## src/rtl/collision_pkg.sv

```systemverilog
// rtl/collision_pkg.sv - pair state type, default pair table and pair-table decode for the collision matrix
package collision_pkg;

    typedef enum logic [1:0] {ARMED, IN_HIT, DONE} pair_state_t;

    typedef int unsigned obj_idx_t;

    localparam int TABLE_MAX_W = 128;

    // pair p = {objA, objB} at [p*2*IDX_W +: 2*IDX_W]; pairs (2,1), (3,0), (3,1)
    localparam logic [11:0] DEFAULT_PAIR_TABLE = {2'd3, 2'd1, 2'd3, 2'd0, 2'd2, 2'd1};

    function automatic obj_idx_t pair_obj(input logic [TABLE_MAX_W-1:0] table_bits,
                                          input int idx_w, input int p, input bit upper);
        obj_idx_t idx = 0;
        for (int b = 0; b < idx_w; b++)
            idx[b] = table_bits[p*2*idx_w + (upper ? idx_w : 0) + b];
        return idx;
    endfunction

endpackage

```

## src/rtl/collision_pair_fsm.sv

```systemverilog
// rtl/collision_pair_fsm.sv - one pair: edge FSM with one-shot pulse, per-frame flag, saturating hit counter
module collision_pair_fsm
    import collision_pkg::*;
#(
    parameter int CNT_W = 8
) (
    input  logic             clk,
    input  logic             resetN,
    input  logic             startOfFrame,
    input  logic             hit,
    input  logic             enable,
    input  logic             cntClear,
    output logic             hitPulse,
    output logic             frameHit,
    output logic [CNT_W-1:0] hitCount
);

    localparam logic [CNT_W-1:0] CNT_MAX = '1;

    pair_state_t state;
    logic        armed_now;
    logic        acc;

    // a new frame re-arms the pair before the current pixel is judged
    assign armed_now = (state == ARMED) || startOfFrame;

    always_ff @(posedge clk) begin
        if (!resetN) begin
            state    <= ARMED;
            hitPulse <= 1'b0;
        end else begin
            hitPulse <= 1'b0;
            if (!enable) begin
                state <= ARMED;
            end else if (armed_now) begin
                if (hit) begin
                    state    <= IN_HIT;
                    // keeps the pulse one cycle wide if a frame starts right after a pulse
                    hitPulse <= !hitPulse;
                end else begin
                    state <= ARMED;
                end
            end else if (state == IN_HIT && !hit) begin
`ifdef FRAME_LOCK_EN
                state <= DONE;
`else
                state <= ARMED;
`endif
            end
        end
    end

    always_ff @(posedge clk) begin
        if (!resetN) begin
            acc      <= 1'b0;
            frameHit <= 1'b0;
        end else if (startOfFrame) begin
            frameHit <= acc | hit;
            acc      <= 1'b0;
        end else if (hit) begin
            acc <= 1'b1;
        end
    end

    always_ff @(posedge clk) begin
        if (!resetN || cntClear) begin
            hitCount <= '0;
        end else if (hitPulse && hitCount != CNT_MAX) begin
            hitCount <= hitCount + 1'b1;
        end
    end

endmodule

```

## src/rtl/collision_matrix_controller.sv

```systemverilog
// rtl/collision_matrix_controller.sv - pairwise collision detector; define FRAME_LOCK_EN for one pulse per pair per frame
module collision_matrix_controller
    import collision_pkg::*;
#(
    parameter int                           NUM_OBJ    = 4,
    parameter int                           NUM_PAIRS  = 3,
    parameter int                           IDX_W      = 2,
    parameter logic [NUM_PAIRS*2*IDX_W-1:0] PAIR_TABLE = DEFAULT_PAIR_TABLE,
    parameter int                           CNT_W      = 8
) (
    input  logic                       clk,
    input  logic                       resetN,
    input  logic                       startOfFrame,
    input  logic [NUM_OBJ-1:0]         drawing_request,
    input  logic [NUM_PAIRS-1:0]       pairEnable,
    input  logic                       cntClear,
    output logic [NUM_PAIRS-1:0]       hitPulse,
    output logic [NUM_PAIRS-1:0]       frameHits,
    output logic [NUM_PAIRS*CNT_W-1:0] hitCount
);

    logic [NUM_PAIRS-1:0] hit;

    for (genvar p = 0; p < NUM_PAIRS; p++) begin : g_pair
        localparam int OBJ_A = int'(pair_obj(TABLE_MAX_W'(PAIR_TABLE), IDX_W, p, 1'b1));
        localparam int OBJ_B = int'(pair_obj(TABLE_MAX_W'(PAIR_TABLE), IDX_W, p, 1'b0));

        if (OBJ_A == OBJ_B) begin : g_bad_same
            $error("collision pair %0d compares object %0d with itself", p, OBJ_A);
        end
        if (OBJ_A >= NUM_OBJ || OBJ_B >= NUM_OBJ || IDX_W < $clog2(NUM_OBJ)) begin : g_bad_idx
            $error("collision pair %0d references an object outside 0..%0d", p, NUM_OBJ - 1);
        end

        assign hit[p] = drawing_request[OBJ_A] & drawing_request[OBJ_B] & pairEnable[p];

        collision_pair_fsm #(
            .CNT_W(CNT_W)
        ) u_pair (
            .clk         (clk),
            .resetN      (resetN),
            .startOfFrame(startOfFrame),
            .hit         (hit[p]),
            .enable      (pairEnable[p]),
            .cntClear    (cntClear),
            .hitPulse    (hitPulse[p]),
            .frameHit    (frameHits[p]),
            .hitCount    (hitCount[p*CNT_W +: CNT_W])
        );
    end

endmodule

```

## config.mk

```make
export PLATFORM = sky130hd
export DESIGN_NAME = collision_matrix_controller
export DESIGN_NICKNAME = d
export VERILOG_FILES = /design/src/rtl/collision_pkg.sv /design/src/rtl/collision_pair_fsm.sv /design/src/rtl/collision_matrix_controller.sv
export SDC_FILE = /design/constraint.sdc
export NUM_CORES = 1
export LEC_CHECK = 0
export CELL_PAD_IN_SITES_DETAIL_PLACEMENT = 2
export CELL_PAD_IN_SITES_GLOBAL_PLACEMENT = 2
export CORE_MARGIN = 2
export CORE_UTILIZATION = 31
export CTS_CLUSTER_SIZE = 40
export DETAILED_ROUTE_END_ITERATION = 10
export PLACE_DENSITY = 0.91
export SYNTH_ARGS = -nofsm -noshare
export SYNTH_HDL_FRONTEND = slang
export SYNTH_SLANG_ARGS = --single-unit
```

## constraint.sdc

```tcl
create_clock -name clk -period 3.3 [get_ports clk]
set_clock_uncertainty 0.05 [all_clocks]
set_input_delay 0.66 -clock clk [delete_from_list [all_inputs] [get_ports clk]]
set_output_delay 0.66 -clock clk [all_outputs]
set_load 0.05 [all_outputs]
```

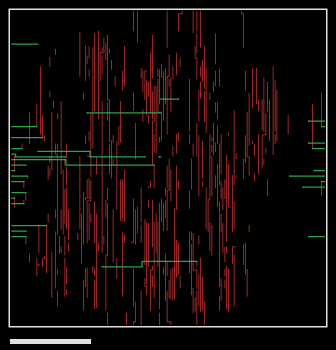
(images/layers.png)
Bar = 20 um. Only two layers are drawn.
Key: green = M3 [wire length 215 um]; red = M2 [wire length 2,230 um]
total routed wirelength: 4665 um
average detailed-routed wire length per instance: 16.25 um
total vias in the final route: 1,519
All-Layer GR Usage: 16.86%

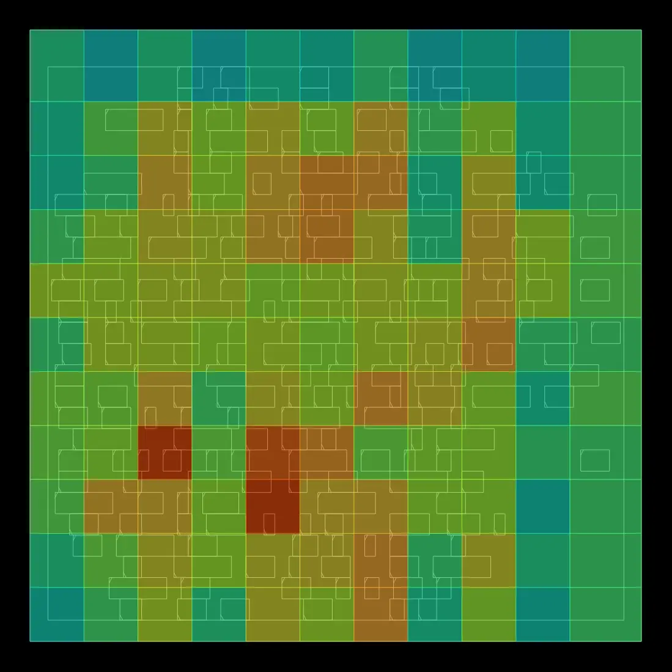
(images/congestion_map.png)
global routing usage on met1: 20.84%
final standard cell utilization of the core: 42.12%
GR Layer Usage met2: 28.10%

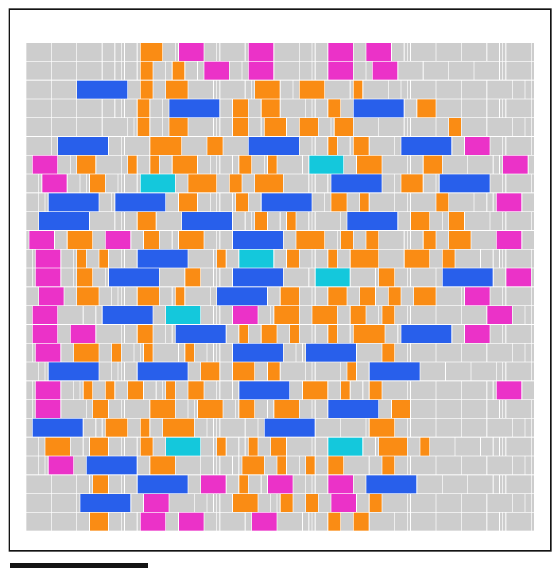
(images/class_map.png)
Bar = 20 um. Fill, decap, tap and diode cells in grey.
Key: magenta = remaining buffers and delay cells [cells 40]; cyan = clock drivers and dummy loads [cells 7]; blue = registers [cells 36]; orange = remaining logic cells [cells 134]
sequential share of cell area: 32.88%
core box area: 5205 um2
Layout Cell Area excl Fill: 2192 um2

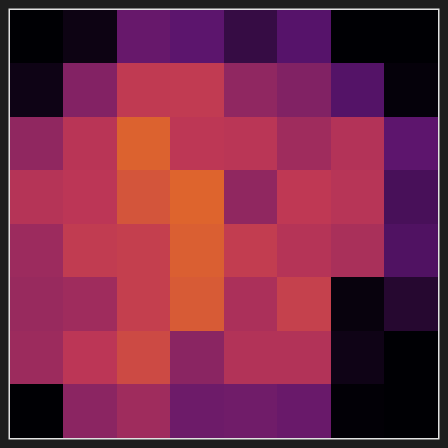
(images/util_map.png)
8 x 8 tiles, from black (low) to pale yellow (high), 0 to 100% covered.
The densest ninth of the die: centre. The emptiest ninth of the die: south-east. The mean over all tiles is 35%. 13% of the tiles are nearly empty. The fullest tile reaches 63%.

==> results.txt <==
Status of the implementation.

- The run finished with clean final reports.
- The number of cells reported by Yosys stat comes to about 180.
- The critical path start-end classification is reg2out, for reference.
- The post-synth tally of flip-flops with integrated enable is 0, for reference.
- The repair_antennas step left the layout with diodes totalling 0.
- The share of cell area taken by muxes after synthesis is between 4 and 5%, for reference.
- The count of clock-net buffers in the final layout is 7, for reference.
- Summed over all failing endpoints, the final setup total negative slack is 0 ps.
- The flow reports power dissipated in sequential cells as around 440 uW.
- The worst hold slack across all endpoints is around 430 ps, for reference.
- Per report_power, the combinational group accounts for 6.9% of the total.
- The tally of unique sky130hd cells used after synthesis is about 43, for reference.
- In this run, synthesis produced a sequential element count of 36.
- In this run the critical path is formed by clkdlybuf4s50_1.
- Among cell families on the critical path, the largest total delay comes from buffers and inverters.
- The die footprint is between 6000 and 7000 um2, for reference.
- The number of flip-flops and latches is 36, for reference.
- The number of warnings the tools reported is 26, for reference.
- Detailed placement ended at an HPWL of roughly 3300 um.
- Measured along the y axis, the die boundary spans 78.15 um.
- In this run the worst path has a maximum fanout of 8.
- Counting every sink on the clock net gives 36.
- The clock network consumes a total of roughly 340 uW.
- For this run, the post-layout net count is around 230.
- The static leakage power is 0.7850 nW, for reference.
- Net switching is a little under a quarter of the power.
- In the final layout, clock buffers and inverters account for roughly 4.4% of the cell area.
- The initial antenna violation count is 0, for reference.
- The measured slew at the worst slew-check pin is about 700 ps, for reference.
- The synthesis-to-finish area growth is 28.63%, for reference.
- The share of synthesized cell area in and-or and or-and compound cells is between 15 and 20%, for reference.
- The warning tally printed by Yosys for this design is 0.
- The design internal power is between 600 and 700 uW, for reference.
- In the final layout, multi-input gates take up between 40% and 50% of the cell area.
- The clock root buffer is sky130_fd_sc_hd__clkbuf_8, for reference.
- The non-filler instance count after layout is around 290, for reference.
- Per the synthesis report, the dominant area consumer among library cells is sky130_fd_sc_hd__dfxtp_1.
- The arithmetic-cell share of the synthesized area counting full adders, half adders and majority gates is roughly 2.2%, for reference.
- The final critical delay including setup and external delays is around 2400 ps, for reference.
- The count of nets left with antenna violations once routing finished came out at 0.
- The number of global-route vias before repair was ~1,700.
- In the synthesized netlist the async set-or-reset flop fraction comes to 0%.
- Along the worst hold path, the cell count comes to 2.
- The total congestion overflow after global routing is 0, for reference.
- The cell depth of the worst flop-to-flop path is 4, for reference.
- Across all setup checks in the final design, the least slack found is about 940 ps.
- For reference, the final report shows the max-slew violation count at 0.
- about 130 cells are multi-input combinational gates.
- The CTS buffer count is 5, for reference.
- The worst reg2reg path endpoint is g_pair[1].u_pair.hitCount[6], for reference.
- The via density per instance is 5.293, for reference.
Power is estimated from default activity; no workload was simulated.
